==> config.mk <==
export PLATFORM = sky130hd
export DESIGN_NAME = fetch_stage
export DESIGN_NICKNAME = d
export VERILOG_FILES = /design/src/rtl/fetch_pkg.sv /design/src/rtl/fetch_target_mux.sv /design/src/rtl/fetch_stage.sv
export SDC_FILE = /design/constraint.sdc
export NUM_CORES = 1
export LEC_CHECK = 0
export CAP_MARGIN = 20
export CORE_UTILIZATION = 46
export CTS_CLUSTER_DIAMETER = 200
export DETAILED_ROUTE_END_ITERATION = 8
export GPL_TIMING_DRIVEN = 1
export HOLD_SLACK_MARGIN = 0.08
export PLACE_DENSITY = 0.81
export SETUP_SLACK_MARGIN = 0.3
export SLEW_MARGIN = 20
export SYNTH_ARGS = -nofsm -noshare
export SYNTH_HDL_FRONTEND = slang
export SYNTH_SLANG_ARGS = --single-unit
==> constraint.sdc <==
create_clock -name clock -period 2.55 [get_ports clock]
set_input_delay 0.51 -clock clock [delete_from_list [all_inputs] [get_ports clock]]
set_output_delay 0.51 -clock clock [all_outputs]
set_load 0.03 [all_outputs]
==> src/rtl/fetch_pkg.sv <==
// Shared types and constants for the MIPS IF stage: FSM states, target-select
// encodings and the bubble instruction word.
package fetch_pkg;

  typedef enum logic [1:0] {
    IDLE  = 2'd0,
    FETCH = 2'd1,
    KILL  = 2'd2
  } fetch_state_e;

  typedef enum logic [1:0] {
    PCT_BRANCH = 2'b00,
    PCT_JUMP   = 2'b01,
    PCT_REG    = 2'b10,
    PCT_RSVD   = 2'b11
  } pctype_e;

  // sll r0,r0,0
  localparam logic [31:0] NOP_INSTR = 32'h0000_0000;

endpackage

==> src/rtl/fetch_target_mux.sv <==
// Redirect target select and alignment handling for the IF stage.
// FETCH_MISALIGN_TRAP_EN: misaligned targets go to EXC_VECTOR and raise misalign.
module fetch_target_mux
  import fetch_pkg::*;
`ifdef FETCH_MISALIGN_TRAP_EN
#(
  parameter logic [31:0] EXC_VECTOR = 32'h0000_0080
)
`endif
(
  input  logic [1:0]  selpctype,
  input  logic [31:0] pcimd2ext,
  input  logic [31:0] pcindex,
  input  logic [31:0] rega,
`ifdef FETCH_MISALIGN_TRAP_EN
  output logic        misalign,
`endif
  output logic [31:0] target
);

  logic [31:0] raw_target;

  always_comb begin
    raw_target = pcimd2ext;
    case (pctype_e'(selpctype))
      PCT_BRANCH: raw_target = pcimd2ext;
      PCT_JUMP:   raw_target = pcindex;
      PCT_REG:    raw_target = rega;
      PCT_RSVD:   raw_target = pcimd2ext;
      default:    raw_target = pcimd2ext;
    endcase
  end

`ifdef FETCH_MISALIGN_TRAP_EN
  always_comb begin
    misalign = |raw_target[1:0];
    target   = misalign ? EXC_VECTOR : raw_target;
  end
`else
  assign target = raw_target & ~32'h0000_0003;
`endif

endmodule

==> src/rtl/fetch_stage.sv <==
// IF stage: PC, single-outstanding instruction fetch, IF/ID register, redirects.
// Optional macro FETCH_MISALIGN_TRAP_EN adds the misaligned-target trap.
module fetch_stage
  import fetch_pkg::*;
#(
  parameter logic [31:0] RESET_PC  = 32'h0000_0000,
  parameter logic [31:0] NOP_INSTR = fetch_pkg::NOP_INSTR
`ifdef FETCH_MISALIGN_TRAP_EN
  ,
  parameter logic [31:0] EXC_VECTOR = 32'h0000_0080
`endif
) (
  input  logic         clock,
  input  logic         reset,
  input  logic         id_if_selpcsource,
  input  logic [1:0]   id_if_selpctype,
  input  logic [31:0]  id_if_pcimd2ext,
  input  logic [31:0]  id_if_pcindex,
  input  logic [31:0]  id_if_rega,
  output logic         if_mem_req,
  output logic [31:0]  if_mem_addr,
  input  logic         mem_if_ready,
  input  logic [31:0]  mem_if_data,
  output logic [31:0]  if_id_instruc,
  output logic [31:0]  if_id_nextpc,
  output fetch_state_e dbg_state
`ifdef FETCH_MISALIGN_TRAP_EN
  ,
  output logic         if_exc_misalign
`endif
);

  // Handshake: a fetch is accepted on a cycle where if_mem_req and
  // mem_if_ready are both high; mem_if_data is valid in that same cycle and
  // if_mem_addr never changes while a request is waiting for ready.

  fetch_state_e state_q, state_d;
  logic [31:0]  pc_q, pc_d;
  logic [31:0]  tgt_q, tgt_d;
  logic [31:0]  instruc_q, instruc_d;
  logic [31:0]  nextpc_q, nextpc_d;
  logic [31:0]  target;
  logic [31:0]  pc_plus4;
  logic         misalign;

`ifdef FETCH_MISALIGN_TRAP_EN
  logic exc_q, exc_d;

  fetch_target_mux #(
    .EXC_VECTOR (EXC_VECTOR)
  ) u_target_mux (
    .selpctype (id_if_selpctype),
    .pcimd2ext (id_if_pcimd2ext),
    .pcindex   (id_if_pcindex),
    .rega      (id_if_rega),
    .misalign  (misalign),
    .target    (target)
  );
`else
  fetch_target_mux u_target_mux (
    .selpctype (id_if_selpctype),
    .pcimd2ext (id_if_pcimd2ext),
    .pcindex   (id_if_pcindex),
    .rega      (id_if_rega),
    .target    (target)
  );
  assign misalign = 1'b0;
`endif

  assign pc_plus4 = pc_q + 32'd4;

  always_comb begin
    state_d   = state_q;
    pc_d      = pc_q;
    tgt_d     = tgt_q;
    instruc_d = NOP_INSTR;
    nextpc_d  = nextpc_q;
`ifdef FETCH_MISALIGN_TRAP_EN
    exc_d     = 1'b0;
`endif
    case (state_q)
      IDLE: begin
        state_d = FETCH;
      end
      FETCH: begin
        if (id_if_selpcsource) begin
`ifdef FETCH_MISALIGN_TRAP_EN
          exc_d = misalign;
`endif
          if (mem_if_ready) begin
            pc_d = target;
          end else begin
            // The in-flight request must complete on its old address first.
            tgt_d   = target;
            state_d = KILL;
          end
        end else if (mem_if_ready) begin
          instruc_d = mem_if_data;
          nextpc_d  = pc_plus4;
          pc_d      = pc_plus4;
        end
      end
      KILL: begin
        if (id_if_selpcsource) begin
          tgt_d = target;
`ifdef FETCH_MISALIGN_TRAP_EN
          exc_d = misalign;
`endif
        end
        if (mem_if_ready) begin
          pc_d    = id_if_selpcsource ? target : tgt_q;
          state_d = FETCH;
        end
      end
      default: begin
        state_d = IDLE;
      end
    endcase
  end

  always_ff @(posedge clock or negedge reset) begin
    if (!reset) begin
      state_q   <= IDLE;
      pc_q      <= RESET_PC;
      tgt_q     <= 32'h0000_0000;
      instruc_q <= NOP_INSTR;
      nextpc_q  <= RESET_PC;
`ifdef FETCH_MISALIGN_TRAP_EN
      exc_q     <= 1'b0;
`endif
    end else begin
      state_q   <= state_d;
      pc_q      <= pc_d;
      tgt_q     <= tgt_d;
      instruc_q <= instruc_d;
      nextpc_q  <= nextpc_d;
`ifdef FETCH_MISALIGN_TRAP_EN
      exc_q     <= exc_d;
`endif
    end
  end

  // pc is frozen during KILL, so it is also the held address of the old request.
  assign if_mem_req    = (state_q != IDLE);
  assign if_mem_addr   = pc_q;
  assign if_id_instruc = instruc_q;
  assign if_id_nextpc  = nextpc_q;
  assign dbg_state     = state_q;
`ifdef FETCH_MISALIGN_TRAP_EN
  assign if_exc_misalign = exc_q;
`endif

  logic unused_misalign;
  assign unused_misalign = misalign;

endmodule
==> run_1/registers.png <==
(4 px per um) Other sequential cells in the stronger grey, the rest of the logic in the fainter grey.
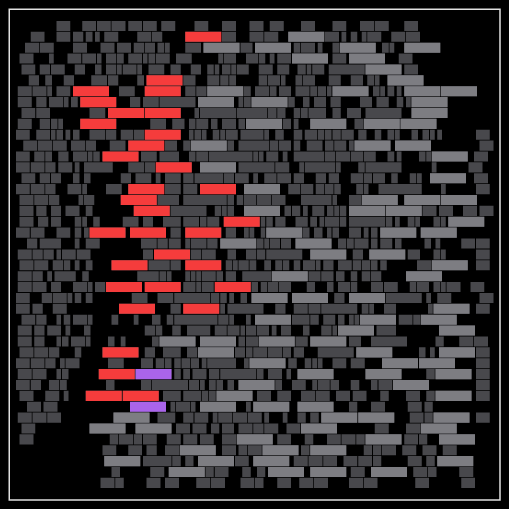
| colour | name in the netlist | placed flops |
|---|---|---|
| red | `tgt_q` | 32 |
| purple | `dbg_state` | 2 |
not coloured: 96

==> run_1/cell_classes.png <==
(2 px per um)
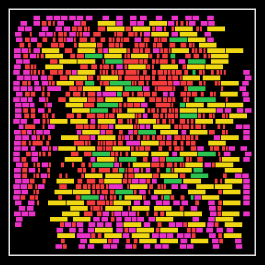
| colour | class | cells | share of their area |
|---|---|---|---|
| yellow | flops | 130 | 33% |
| green | clock drivers and dummy loads | 32 | 6.5% |
| red | all other logic | 502 | 33% |
| magenta | other buffers and delay cells | 265 | 27% |

==> flow_summary.rst, run 1 <==
Synthesis and place-and-route
=============================

.. list-table::
   :header-rows: 1

   * - Metric
     - Value
   * - Critical path depth in cells
     - 1
   * - Delay of the slowest critical-path stage
     - 0.76 ns
   * - Total DRC errors in the routed layout
     - 0
   * - Worst r2r src
     - if_mem_addr[8]$_DFFE_PN0P_
   * - Result of the run
     - complete, no violations
   * - Post-synthesis chip area from yosys
     - 6660 um^2
   * - Logic depth of the worst register-to-register path
     - 6
   * - Post-DP HPWL
     - 13,700 um
   * - TNS Setup
     - 0 ns
   * - Wire length per cell
     - 17.0 um
   * - CP required
     - 2.04 ns
   * - Launching element type of the critical path
     - flop
   * - GPL Wtd Cong
     - 0.852
   * - Clock latency on the worst-skew pair
     - around 0.42 ns
   * - FP Core Util
     - a little under half
   * - Area of the core region
     - 14,000 um^2
   * - Share of the yosys chip area belonging to registers
     - 48.9%
   * - Cell area after synthesis
     - around 6700 um^2
   * - Endpoint type of the worst setup path
     - primary output
   * - Share of the clock period used by the worst path
     - 85.9%
   * - Clock tree from TritonCTS
     - built
   * - Setup WS pre-CTS
     - -0.100 ns
   * - Netlist cell types
     - roughly 59
   * - Number of clock buffers inserted by TritonCTS
     - 17
   * - Detailed-routing iteration count for the pre-antenna-repair pass
     - 5
   * - Cells along the critical path
     - clkdlybuf4s50_1
   * - Total setup violations reported at the end of the flow
     - 0
   * - Async S/R FF share, synth
     - 100%
   * - Iteration-0 DRC Markers
     - 566
   * - Max-cap violation count
     - 0
   * - Maximum clock frequency
     - about 0.46 GHz
   * - Most used flip-flop cell after synthesis
     - dfrtp_1
   * - Share of the synthesized area in the top cell type
     - 48.9%
   * - Floorplan die area
     - about 15,000 um^2
   * - Clk_skew
     - 0.00891 ns
   * - RSZ-0062 raised after global routing
     - no
   * - Critical path arrival
     - between 1.5 and 2 ns
==> run_1/final_placement.png <==
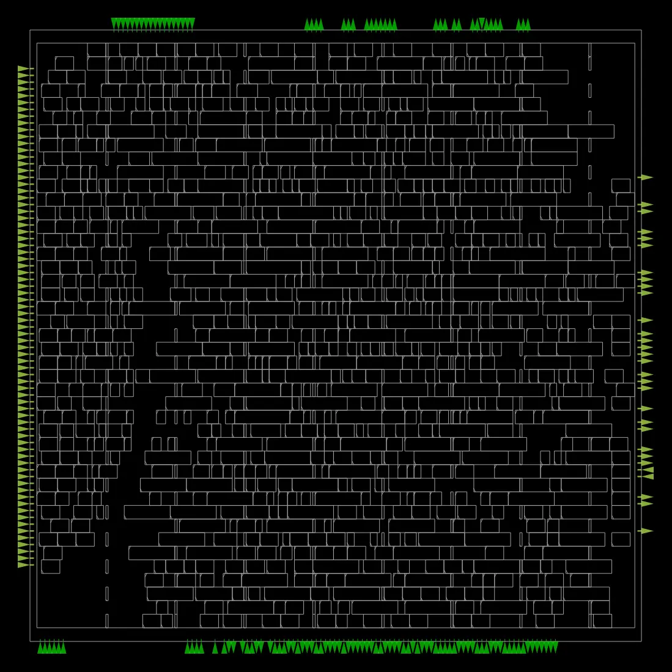
final standard cell count with taps included and fillers excluded: 1,109
filler instances: 1,101
register fraction of the total cell area: 32.7%
tap cell count: 180

[run 1: power breakdown]
group	internal (mW)	switching (mW)
sequential	2.78	0.652
combinational	2.06	2.65
clock	1.68	0.893
[run 1: cells in the mapped netlist, types with 5 or more instances]
master,n
a21oi_1,30
nand4_1,8
buf_4,5
nor2_1,29
o31a_1,7
xnor2_1,19
and2_1,36
o22ai_1,8
a22oi_1,42
inv_1,18
mux2_2,23
ha_1,7
dfrtp_1,130
xor2_1,9
o21ai_0,80
nand2_1,79
and3_1,5
clkbuf_1,44
nand3_1,20
a22o_1,7
[run 1: cell usage in the layout (no fill, tap or decap), types with 3 or more instances in the layout]
| cell | Yosys | final |
|---|---|---|
| buf_4 | 5 | 35 |
| o21ai_1 | 4 | 7 |
| nor3_1 | 4 | 4 |
| dfrtp_1 | 130 | 130 |
| a221o_1 | 3 | 3 |
| nand4_1 | 8 | 8 |
| xor2_1 | 9 | 9 |
| buf_12 | 0 | 5 |
| clkbuf_16 | 0 | 17 |
| a31oi_1 | 3 | 3 |
| and2_1 | 36 | 36 |
| o31a_1 | 7 | 7 |
| a21oi_1 | 30 | 30 |
| o32a_1 | 3 | 3 |
| nand2_1 | 79 | 78 |
| nor4_4 | 4 | 4 |
| o21ai_0 | 80 | 76 |
| nor2_1 | 29 | 29 |
| clkinv_4 | 0 | 3 |
| a22oi_1 | 42 | 41 |
| nand3_1 | 20 | 19 |
| and3_1 | 5 | 5 |
| a211oi_1 | 4 | 4 |
| a22o_1 | 7 | 7 |
| o2bb2ai_1 | 4 | 4 |
| clkinv_2 | 0 | 3 |
| nand2b_1 | 4 | 4 |
| xnor2_1 | 19 | 19 |
| o22ai_1 | 8 | 8 |
| clkdlybuf4s50_1 | 0 | 223 |
| inv_1 | 18 | 18 |
| clkinvlp_4 | 0 | 3 |
| ha_1 | 7 | 5 |
| mux2_2 | 23 | 23 |
| a21o_1 | 3 | 3 |
| bufinv_16 | 0 | 4 |
[run 1: routing by layer]
metal  GRT usage, %  up-vias  wire length, um
met1           36.2     2917             8040
met2           40.3      310             8940
li1               -     2920                -
met5              0        -                0
met3           5.44       42             1430
met4           9.68        0              459
[run 1: state kept, by name (all words and copies together), names as in the netlist]
register,count
if_id_nextpc,32
tgt_q,32
if_mem_addr,32
dbg_state,2
if_id_instruc,32
[run 1: kinds of logic after synthesis]
| logic type | after synthesis | synth area share (%) |
|---|---|---|
| AOI/OAI and AO/OA | 218 | 20.9 |
| and+or+nand+nor | 206 | 16.5 |
| DFF | 130 | 48.9 |
| buffers and inverters | 74 | 4.51 |
| xor gates and xnor gates | 28 | 3.68 |
| muxes | 25 | 4.19 |
| adders and majority gates | 7 | 1.32 |
[run 1: area by class of cell]
type / instances / area (um^2)
clock buffer: 19 / 453
clock inverter: 13 / 184
fill: 1101 / 4040
inverter: 18 / 67.6
multi-input combinational: 484 / 3160
sequential: 130 / 3250
tap: 180 / 225
timing repair buffer: 265 / 2610
[run 1: repair_timing]
action | in CTS | in global routing
setup endpoints to repair | 3 | 21
gates resized | 3 | 9
pin swaps | 0 | 3
setup buffers | 0 | 5
==> run_1/metal_stack.png <==
(3 px per um) Two of the layers only.
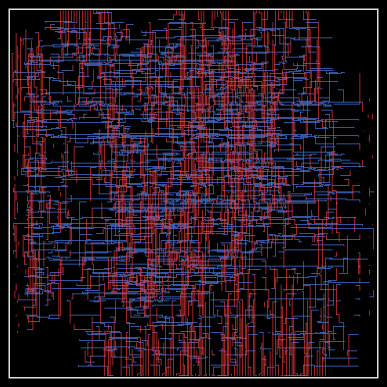

==> run 2, diff against run 1 <==
RECOVER_POWER = 50   (was unset)
==> run_2/metal_stack.png <==
(3 px per um) Two of the layers only.
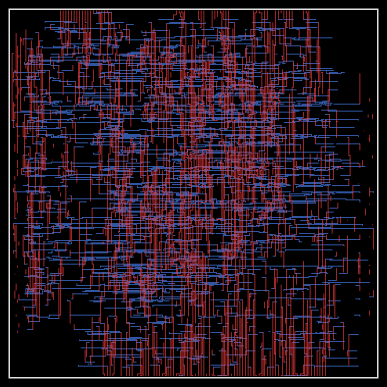
| colour | layer | wire length |
|---|---|---|
| blue | met1 | 8,080 um |
| red | met2 | 9,060 um |
vias post-DR: 6,190
global-route usage over all layers: 26.1%
wire length per cell: 17.1 um

==> run 2 against run 1 <==
  * The flow now finishes with violations (max-capacitance violations, max-slew violations)
  * Synthesized area did not move
  * Highest routed layer unchanged
  * Critical endpoint is now if_mem_addr[24]$_DFFE_PN0P_
  * Core utilization fell by 0.14 points
  * Synthesized cell count unchanged
  * Sequential power about the same
  * Register-to-register slack got worse by 0.12 ns
  * Worst setup slack got worse by 0.028 ns
==> flow_summary.rst, run 2 <==
Synthesis and place-and-route
=============================

.. list-table::
   :header-rows: 1

   * - Metric
     - Value
   * - Netlist cell types
     - 59
   * - Logic depth of the worst register-to-register path
     - 8
   * - Max-cap violation count
     - 1
   * - GPL Wtd Cong
     - ~0.85
   * - TNS Setup
     - 0 ns
   * - Post-DP HPWL
     - around 14,000 um
   * - Delay of the slowest critical-path stage
     - around 0.4 ns
   * - Most used cells in the layout excluding fill and tap cells
     - clkdlybuf4s50_1 (214), dfrtp_1 (130), nand2_1 (78)
   * - Final-report max-slew violation count
     - about 130
   * - Total setup violations reported at the end of the flow
     - 0
   * - Share of the synthesized area in the top cell type
     - 48.9%
   * - Launching element type of the critical path
     - flop
   * - Total DRC errors in the routed layout
     - 0
   * - Most frequent standard cell in the layout excluding fill and tap cells
     - clkdlybuf4s50_1
   * - FP Core Util
     - 47.6%
   * - RSZ-0062 raised after global routing
     - no
   * - Cell area after synthesis
     - between 6000 and 7000 um^2
   * - Share of the clock period used by the worst path
     - 87.0%
   * - Result of the run
     - finished with violations
   * - Iteration-0 DRC Markers
     - 496
   * - Failing checks
     - max-capacitance violations, max-slew violations
   * - Number of clock buffers inserted by TritonCTS
     - 17
   * - Most popular library cell in the synthesized design by count
     - dfrtp_1
   * - Async S/R FF share, synth
     - 100%
   * - Clock tree from TritonCTS
     - built
   * - Worst r2r src
     - dbg_state[0]$_DFFE_PN0P_
   * - Share of the yosys chip area belonging to registers
     - 48.9%
   * - Floorplan die area
     - 15,000 um^2
   * - Critical path arrival
     - 2.48 ns
   * - Endpoint type of the worst setup path
     - flop
   * - Maximum clock frequency
     - around 0.45 GHz
==> run_2/final_placement.png <==
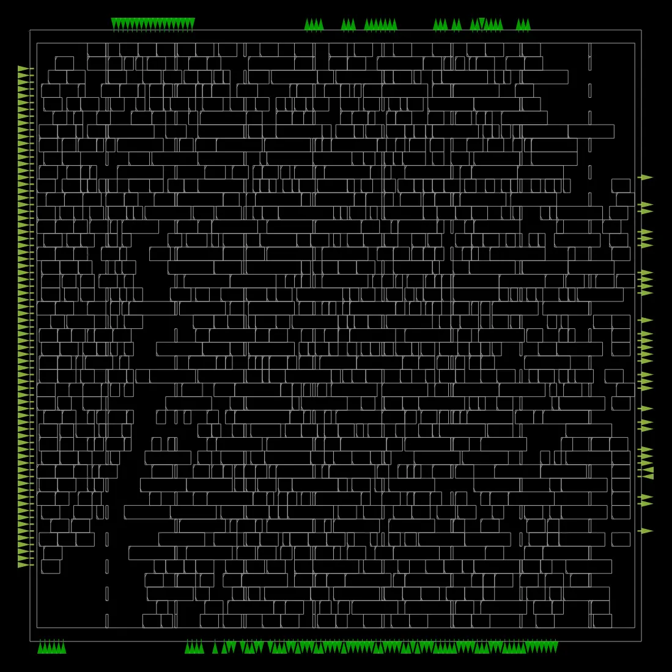
area of the core region: 14,000 um^2
filler instances: 1,104
register fraction of the total cell area: 32.8%
FP Rows: 43

==> run 2: worst max-delay path by stage <==
stage,end,slack (ns),depth (start not counted)
2_1_floorplan,tgt_q[11]$_DFFE_PN0P_,0.39,7
3_3_place_gp,if_mem_addr[8]$_DFFE_PN0P_,-0.06,8
3_5_place_dp,if_mem_addr[8]$_DFFE_PN0P_,-0.10,8
4_1_cts,if_mem_addr[12]$_DFFE_PN0P_,0.33,7
5_1_grt,if_id_instruc[14]$_DFF_PN0_,0.19,6
6_report,if_mem_addr[24]$_DFFE_PN0P_,0.33,8
==> run 2: critical path: cells and delay by family, from the launching register on <==
family	cells	cell delay [ns]
fa+ha+maj	1	0.19
buf+inv	3	0.67
compound gates	3	0.37
flops	1	0.41
simple gates	1	0.41
==> run 2: cells by family (layout without fill, tap and decap cells) <==
| group | Yosys count | count (layout) | synth area share [%] |
|---|---|---|---|
| AND-OR/OR-AND | 218 | 218 | 20.9 |
| XOR/XNOR | 28 | 28 | 3.68 |
| adder cells (fa/ha/maj) | 7 | 7 | 1.32 |
| buffers and inverters | 74 | 315 | 4.51 |
| flip-flops | 130 | 130 | 48.9 |
| multiplexers | 25 | 25 | 4.19 |
| AND/OR/NAND/NOR | 206 | 206 | 16.5 |
==> run 2: repair_timing <==
action                     CTS  global route
pin swaps                    0             3
setup endpoints to repair    3            21
gates resized                3             9
buffers inserted             0             5
==> run 2: final cells by class <==
cell class,count,area (um^2)
Clock buffer,19,453
Sequential cell,130,3250
Multi-Input combinational cell,484,3160
Inverter,18,67.6
Timing Repair Buffer,265,2590
Clock inverter,13,184
Tap cell,180,225
Fill cell,1104,4060
==> run 2: where the power goes <==
part	switching (mW)	total (mW)	internal (mW)
sequential	0.652	3.43	2.78
combinational	2.66	4.70	2.04
clock	0.891	2.58	1.68
total	4.20	10.7	6.50
==> run 2: metal layers <==
metal / part of all wire, % / track usage [%] / vias to the layer above
met5: 0 / 0 / -
met4: 2.1 / 9.68 / 0
met3: 7.7 / 5.44 / 35
met2: 48 / 40.3 / 291
met1: 43 / 36.2 / 2935
li1: - / - / 2929
==> run 2: per-stage QoR <==
| stage | utilization, % | std cells | setup WS [ns] |
|---|---|---|---|
| after floorplan | - | 688 | 0.393 |
| after global placement | 66.1 | 1072 | -0.0578 |
| after detailed placement | 66.1 | 1072 | -0.100 |
| after CTS | 70.7 | 1104 | 0.326 |
| after global routing | 71.0 | 1109 | 0.189 |
| final | 71.0 | 1109 | 0.331 |
Power and IR drop assume default switching activity.
